Fig. 1: gate-type map
Drawn at 2 px/um.
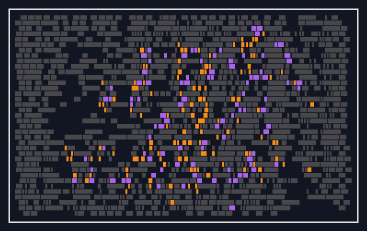
Fig. 2: clock wires, drivers and flops
Drawn at 2 px/um.
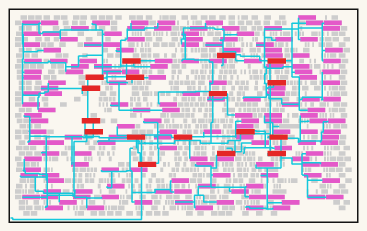
Fig. 3: metal layers overlaid
Drawn at 4 px/um.
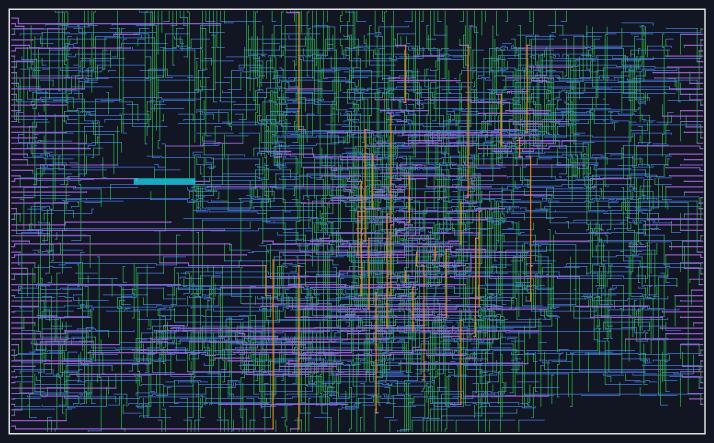
$ cat src/rtl/fetch_unit.sv
// fetch_unit: LEGv8 fetch stage, one outstanding imem read, valid/ready instruction register.
// Define FETCH_PERF_CNT_EN to add saturating perf_fetched/perf_dropped counters.
module fetch_unit #(
  parameter int ADDR_W = 64,
  parameter logic [ADDR_W-1:0] RESET_PC = '0
) (
  input  logic              clk,
  input  logic              rst_n,
  output logic              imem_req,
  output logic [ADDR_W-1:0] imem_addr,
  input  logic              imem_valid,
  input  logic [31:0]       imem_rdata,
  output logic              if_valid,
  input  logic              if_ready,
  output logic [31:0]       if_instr,
  output logic [ADDR_W-1:0] if_pc,
  output logic [10:0]       opCode,
  input  logic              br_taken,
  input  logic [ADDR_W-1:0] br_target
`ifdef FETCH_PERF_CNT_EN
  ,
  output logic [31:0]       perf_fetched,
  output logic [31:0]       perf_dropped
`endif
);
  typedef enum logic [2:0] {IDLE, ISSUE, WAIT, DROP, HOLD} state_t;
  state_t state;
  logic [ADDR_W-1:0] pc, tgt;
  assign tgt = br_target & ~ADDR_W'(3);
  assign imem_req = state == ISSUE;
  assign imem_addr = pc;
  // if_instr is cleared whenever if_valid drops, so opCode decodes to 0 then
  assign opCode = if_instr[31:21];
  always_ff @(posedge clk or negedge rst_n)
    if (!rst_n) begin
      state <= IDLE;
      pc <= RESET_PC;
      if_valid <= 1'b0;
      if_instr <= '0;
      if_pc <= RESET_PC;
    end else begin
      if (br_taken) pc <= tgt;
      case (state)
        IDLE: state <= ISSUE;
        ISSUE: state <= br_taken ? DROP : WAIT;
        WAIT:
          if (imem_valid && !br_taken) begin
            if_instr <= imem_rdata;
            if_pc <= pc;
            pc <= pc + ADDR_W'(4);
            if_valid <= 1'b1;
            state <= HOLD;
          end else if (imem_valid) state <= ISSUE;
          else if (br_taken) state <= DROP;
        // a redirect coinciding with the stale response still reissues, at the new target
        DROP: if (imem_valid) state <= ISSUE;
        HOLD:
          if (br_taken || if_ready) begin
            if_valid <= 1'b0;
            if_instr <= '0;
            state <= ISSUE;
          end
        default: state <= IDLE;
      endcase
    end
`ifdef FETCH_PERF_CNT_EN
  logic fetched_ev, dropped_ev;
  assign fetched_ev = state == HOLD && if_ready && !br_taken;
  assign dropped_ev = (state == HOLD && br_taken) || (imem_valid && (state == DROP || (state == WAIT && br_taken)));
  always_ff @(posedge clk or negedge rst_n)
    if (!rst_n) begin
      perf_fetched <= '0;
      perf_dropped <= '0;
    end else begin
      if (fetched_ev && !(&perf_fetched)) perf_fetched <= perf_fetched + 32'd1;
      if (dropped_ev && !(&perf_dropped)) perf_dropped <= perf_dropped + 32'd1;
    end
`endif
endmodule

$ cat config.mk
export PLATFORM = sky130hd
export DESIGN_NAME = fetch_unit
export DESIGN_NICKNAME = d
export VERILOG_FILES = /design/src/rtl/fetch_unit.sv
export SDC_FILE = /design/constraint.sdc
export NUM_CORES = 1
export LEC_CHECK = 0
export ABC_AREA = 0
export CORE_ASPECT_RATIO = 0.6
export CORE_MARGIN = 2
export CORE_UTILIZATION = 46
export DETAILED_ROUTE_END_ITERATION = 8
export PLACE_DENSITY = 0.81
export SLEW_MARGIN = 20
export SYNTH_ARGS = -nofsm -noshare
export SYNTH_HDL_FRONTEND = slang
export SYNTH_SLANG_ARGS = --single-unit
$ cat constraint.sdc
create_clock -name clk -period 2.85 [get_ports clk]
set_input_delay 0.4275 -clock clk [delete_from_list [all_inputs] [get_ports clk]]
set_output_delay 0.4275 -clock clk [all_outputs]
set_load 0.01 [all_outputs]
==> out/results.ini <==
[synth]
yosys_warnings = 0
synth.area.mux_share_pct = 0.5361
syn_area_per_cell_um2 = 8.966
syn_area_mm2 = 0.007935
synthTopCellsByCount = 229 x nand2_1, 164 x dfrtp_1, 65 x nor2_1
top_logic_kind = simple AND/OR/NAND/NOR gates
synthCells = 885
synth-edff-count = 0
ys_sh_adder_pct = 0.1577
flop_cell = dfrtp_1

[route]
highest_layer = met5
drtIter0Drc = 907
drc = 0

[timing]
finClkSkew_ps = 12.86

[global_routing]
grt_pass1_vias = 8046

[die]
core_area_mm2 = 0.01699

[worst_hold_path]
hold_end = state[2]$_DFFE_PN0P_

[critical_path]
arrival_ps = 2950
r2r-end = imem_addr[50]$_DFF_PN0_

[placement]
dp.cells = 1377

[status]
status = finished, final reports clean

[power_and_ir_drop]
peakVddDrop_v = 0.0005462
swShare_pct = 32.85

[job]
tool_warnings = 28

Back to the opening pictures, Fig. 1:
Key: purple = aoi and oai cells [cells 97]; orange = nor cells [cells 124]
logic share of the area: 29.74%
filler-free cell count of the finished design: 1413
dominant logic cell type in the layout: clkdlybuf4s50_1

Back to the opening pictures, Fig. 2:
Key: cyan = clock wires [length 2190 um]; magenta = flip-flops [count 164]; red = clock-net drivers [count 17]
Position of the flops: widely spread.

Back to the opening pictures, Fig. 3:
Key: cyan = M5 [wire length 13.8 um]; green = M2 [wire length 12200 um]; orange = M4 [wire length 607 um]; purple = M3 [wire length 3780 um]; blue = M1 [wire length 12400 um]
WL per Instance: 20.52 um
via count: 8401
final WL: 29000 um
Total GRT Usage: 31.68%

through the flow:
step           area (um2)  power (mW)  util (%)
6_report            11720       9.795     68.97
5_1_grt             11710       10.31     68.92
4_1_cts             11710       9.841     68.92
3_5_place_dp        11090       7.355     65.25
3_3_place_gp        11090       7.261     65.25
2_1_floorplan        7935       5.102         -
cell families after synthesis:
kind of cell	count (synthesis)
buf+inv	81
compound gates	150
xor+xnor	1
flops	164
mux	4
fa+ha+maj	1
simple gates	484
cell type report:
type | instances | area, um2 | area share (%)
multi-input cells | 640 | 3485 | 29.74
clock buffers | 19 | 442.9 | 3.780
repair buffers | 326 | 3162 | 26.98
well taps | 234 | 292.8 | 2.498
clock inverters | 12 | 170.2 | 1.452
inverters | 14 | 52.55 | 0.4484
diodes | 4 | 10.01 | 0.08542
flip-flops and latches | 164 | 4104 | 35.02
No activity file was given, so power comes from the tool's default toggle rates.
